### config.mk
export PLATFORM = sky130hd
export DESIGN_NAME = fetch_redirect_flat
export DESIGN_NICKNAME = d
export VERILOG_FILES = /design/src/rtl/fetch_redirect_if.sv /design/src/rtl/fetch_redirect.sv /design/src/flat_wrapper.sv
export SDC_FILE = /design/constraint.sdc
export NUM_CORES = 1
export LEC_CHECK = 0
export CORE_MARGIN = 2
export CORE_UTILIZATION = 35
export DETAILED_ROUTE_END_ITERATION = 8
export PLACE_DENSITY = 0.65
export SYNTH_ARGS = -nofsm -noshare
export SYNTH_HDL_FRONTEND = slang
export SYNTH_SLANG_ARGS = --single-unit
### constraint.sdc
create_clock -name clk -period 1.9 [get_ports clk]
set_clock_uncertainty 0.1 [all_clocks]
set_input_delay 0.285 -clock clk [delete_from_list [all_inputs] [get_ports clk]]
set_output_delay 0.285 -clock clk [all_outputs]
set_load 0.005 [all_outputs]
### src/rtl/fetch_redirect_if.sv
// Instruction-memory request/response bus for the fetch stage.
//   ImemReq   : fetch request valid (fetch -> memory)
//   ImemAddr  : fetch address       (fetch -> memory)
//   ImemReady : memory accepts the request this cycle (memory -> fetch)
//   ImemValid : response data valid (memory -> fetch)
//   ImemRData : response instruction word (memory -> fetch)
// master = fetch unit side, slave = instruction memory side.
interface fetch_redirect_if #(
  parameter int WIDTH = 32
);
  logic             ImemReq;
  logic [WIDTH-1:0] ImemAddr;
  logic             ImemReady;
  logic             ImemValid;
  logic [WIDTH-1:0] ImemRData;

  modport master (
    output ImemReq, ImemAddr,
    input  ImemReady, ImemValid, ImemRData
  );

  modport slave (
    input  ImemReq, ImemAddr,
    output ImemReady, ImemValid, ImemRData
  );
endinterface

### src/rtl/fetch_redirect.sv
// Fetch-stage PC and instruction-request unit for the MIPS pipeline.
// Issues one outstanding instruction-memory request at a time, owns the
// IF/ID register and squashes wrong-path fetches on a taken redirect.
// Ports:
//   clk, reset        : clock, synchronous active-high reset
//   StallF, StallD    : hazard-unit stalls (no new request / hold IF/ID)
//   PCSrcD, PCBranchD : decode-stage redirect request and target
//   imem              : instruction-memory bus (master side)
//   PCF               : current fetch PC
//   InstrD, PCPlus4D  : IF/ID instruction and its PC+4
//   ValidD            : InstrD holds a real instruction (0 = bubble)
module fetch_redirect #(
  parameter int                WIDTH    = 32,
  parameter logic [WIDTH-1:0]  RESET_PC = '0
) (
  input  logic               clk,
  input  logic               reset,
  input  logic               StallF,
  input  logic               StallD,
  input  logic               PCSrcD,
  input  logic [WIDTH-1:0]   PCBranchD,
  fetch_redirect_if.master   imem,
  output logic [WIDTH-1:0]   PCF,
  output logic [WIDTH-1:0]   InstrD,
  output logic [WIDTH-1:0]   PCPlus4D,
  output logic               ValidD
);

  typedef enum logic [1:0] {ISSUE, WAIT, FULL} state_t;

  localparam logic [WIDTH-1:0] FOUR = WIDTH'(4);

  state_t           state;
  logic             kill;
  logic [WIDTH-1:0] pcReq;
  logic [WIDTH-1:0] instrBuf;

  logic accept;
  logic redirect;

  // Request is a pure function of state/StallF/PCF; reset only masks it.
  assign imem.ImemReq  = (state == ISSUE) && !StallF && !reset;
  assign imem.ImemAddr = PCF;

  assign accept   = imem.ImemReq && imem.ImemReady;
  assign redirect = PCSrcD && ValidD && !StallD;

  always_ff @(posedge clk) begin
    if (reset) begin
      PCF      <= RESET_PC;
      state    <= ISSUE;
      kill     <= 1'b0;
      pcReq    <= '0;
      instrBuf <= '0;
      InstrD   <= '0;
      PCPlus4D <= '0;
      ValidD   <= 1'b0;
    end else begin
      // Bubble by default when D advances; a delivery below overrides it.
      if (!StallD) ValidD <= 1'b0;

      unique case (state)
        ISSUE: begin
          if (accept) begin
            pcReq <= PCF;
            PCF   <= PCF + FOUR;
            state <= WAIT;
            if (redirect) kill <= 1'b1;
          end
        end
        WAIT: begin
          if (imem.ImemValid) begin
            if (kill) begin
              kill  <= 1'b0;
              state <= ISSUE;
            end else if (redirect) begin
              state <= ISSUE;
            end else if (!StallD) begin
              InstrD   <= imem.ImemRData;
              PCPlus4D <= pcReq + FOUR;
              ValidD   <= 1'b1;
              state    <= ISSUE;
            end else begin
              instrBuf <= imem.ImemRData;
              state    <= FULL;
            end
          end else if (redirect) begin
            kill <= 1'b1;
          end
        end
        FULL: begin
          if (redirect) begin
            state <= ISSUE;
          end else if (!StallD) begin
            InstrD   <= instrBuf;
            PCPlus4D <= pcReq + FOUR;
            ValidD   <= 1'b1;
            state    <= ISSUE;
          end
        end
        default: state <= ISSUE;
      endcase

      // Redirect wins over the PC+4 and any delivery made above.
      if (redirect) begin
        PCF    <= PCBranchD;
        ValidD <= 1'b0;
      end
    end
  end

endmodule

### src/flat_wrapper.sv
// flat-port wrapper written by rule: the top's interface ports become plain ports
module fetch_redirect_flat 
#(
  parameter int                WIDTH    = 32,
  parameter logic [WIDTH-1:0]  RESET_PC = '0
)
  (clk, reset, StallF, StallD, PCSrcD, PCBranchD, PCF, InstrD, PCPlus4D, ValidD, imem_ImemReq, imem_ImemAddr, imem_ImemReady, imem_ImemValid, imem_ImemRData);
  fetch_redirect_if #(.WIDTH(WIDTH)) imem_i ();
  input  logic clk;
  input  logic reset;
  input  logic StallF;
  input  logic StallD;
  input  logic PCSrcD;
  input  logic [WIDTH-1:0] PCBranchD;
  output logic [WIDTH-1:0] PCF;
  output logic [WIDTH-1:0] InstrD;
  output logic [WIDTH-1:0] PCPlus4D;
  output logic ValidD;
  output wire logic [$bits(imem_i.ImemReq)-1:0] imem_ImemReq;
  output wire logic [$bits(imem_i.ImemAddr)-1:0] imem_ImemAddr;
  input wire logic [$bits(imem_i.ImemReady)-1:0] imem_ImemReady;
  input wire logic [$bits(imem_i.ImemValid)-1:0] imem_ImemValid;
  input wire logic [$bits(imem_i.ImemRData)-1:0] imem_ImemRData;
  assign imem_ImemReq = imem_i.ImemReq;
  assign imem_ImemAddr = imem_i.ImemAddr;
  assign imem_i.ImemReady = imem_ImemReady;
  assign imem_i.ImemValid = imem_ImemValid;
  assign imem_i.ImemRData = imem_ImemRData;
  fetch_redirect #(.WIDTH(WIDTH), .RESET_PC(RESET_PC)) u_core (.clk(clk), .reset(reset), .StallF(StallF), .StallD(StallD), .PCSrcD(PCSrcD), .PCBranchD(PCBranchD), .imem(imem_i), .PCF(PCF), .InstrD(InstrD), .PCPlus4D(PCPlus4D), .ValidD(ValidD));
endmodule
==> flow_metrics.tcl <==
# metrics dict for downstream scripts
set metrics [dict create \
    gp_congestion 0.8084 \
    synth.top_cells.by_count "dfxtp_1 (164), nand2_1 (156), nor2_1 (103), a211oi_1 (84), a21oi_1 (70)" \
    grt_use_met1_pct 24.85 \
    placed_cells 1359 \
    period_minus_slack_ps 1892 \
    die_w_microns 150.9 \
    regArea_sq_um 3297 \
    clock_sink_count 164 \
    fp.dieH_microns 150.9 \
    r2r-end "u_core.PCF[28]$_SDFFE_PP0P_" \
    post-route-drc-count 0 \
    top_cell "dfxtp_1" \
    r2r_slack_ps 8 \
    clockRootBuffer "clkbuf_16" \
    synth_top_area_share_pct 43.44 \
    clkTransAtPathRegs_ps 70 \
    post_cts_resized 10 \
    cts_tree "yes" \
    synthTopLogicFamily "simple AND/OR/NAND/NOR gates" \
    dpl_worst_slack_ps -269.3 \
    comb_share_pct 34.57 \
    run_status "finished clean" \
    area_dominant_class "combinational gates" \
    clk_path_buf_depth 2 \
    flops 164 \
]
per-stage QoR:
| stage | util, % | power (mW) | hold slack (ps) | setup TNS [ps] |
|---|---|---|---|---|
| finish | 52.31 | 9.478 | 324.7 | 0 |
| detailed placement | 48.27 | 5.848 | 346.5 | -19950 |
| floorplan | - | 4.822 | 301.3 | 0 |
| global route | 52.31 | 9.920 | 320.7 | -4726 |
| global placement | 48.27 | 5.823 | 341.0 | -15250 |
| CTS | 51.37 | 9.494 | 309.8 | -146.3 |
report_power, final:
| group | leakage (nW) | switching [mW] | internal, mW |
|---|---|---|---|
| clock network | 0.298 | 1.52 | 2.12 |
| logic | 2.13 | 0.876 | 1.09 |
| registers | 1.33 | 0.152 | 3.72 |
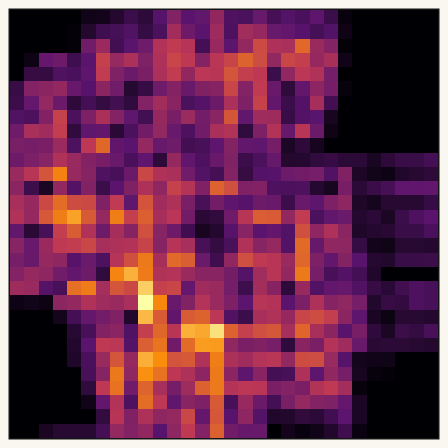
(images/metal_density.png)
30 x 30 tiles, from black (low) to pale yellow (high), scaled to the fullest tile. Values are wire area over tile area, all layers added.
nearly empty tiles: 17%
tiles over half the peak: 13%
emptiest ninth of the die: upper right
fullest tile: 0.55
Routed wire per std cell: 15.72 microns
routed via count: 6919

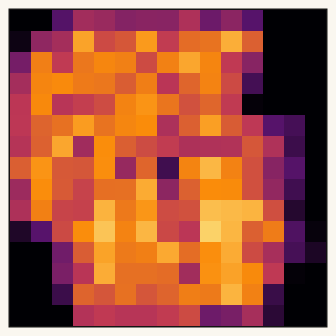
(images/cell_density.png)
15 x 15 tiles, from black (low) to pale yellow (high), 0 to 100% covered.
fullest tile: 90%
tiles over 75% full: 15%
emptiest ninth of the die: upper right
nearly empty tiles: 17%
mean over tiles: 47%
Init Core Util: 35.84%
final design utilization: 52.31%
Core Region: 21090 sq um

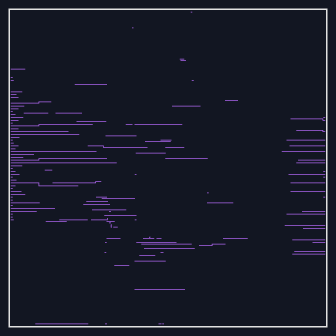
(images/layer_met3.png)
longest straight run: 50.4 microns
wire length on this layer: 1270 microns
nets with wire on the layer: 107
Routed WL: 21950 microns
GRT met3 Usage: 4.488%

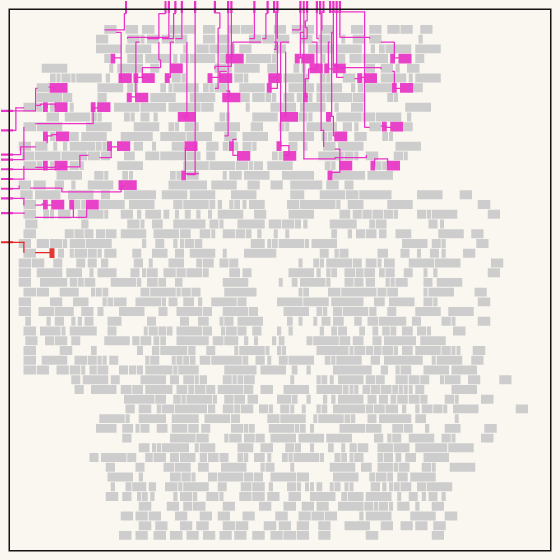
(images/io_fan.png)
[red] `PCSrcD` | bits: 1 | direction: input | end cells: 1 | wire: 10.5 microns
[magenta] `imem_ImemRData` | bits: 32 | direction: input | end cells: 64 | wire: 977 microns
Ports: 201
Port-buffer cells: 200

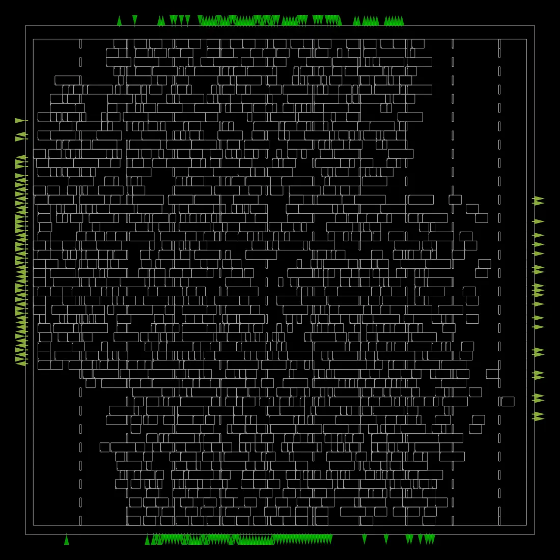
(images/placement.png)
fraction of area in registers: 29.89%
fill count: 1994

Power figures rest on the tool's default switching activity, not on a simulated workload.
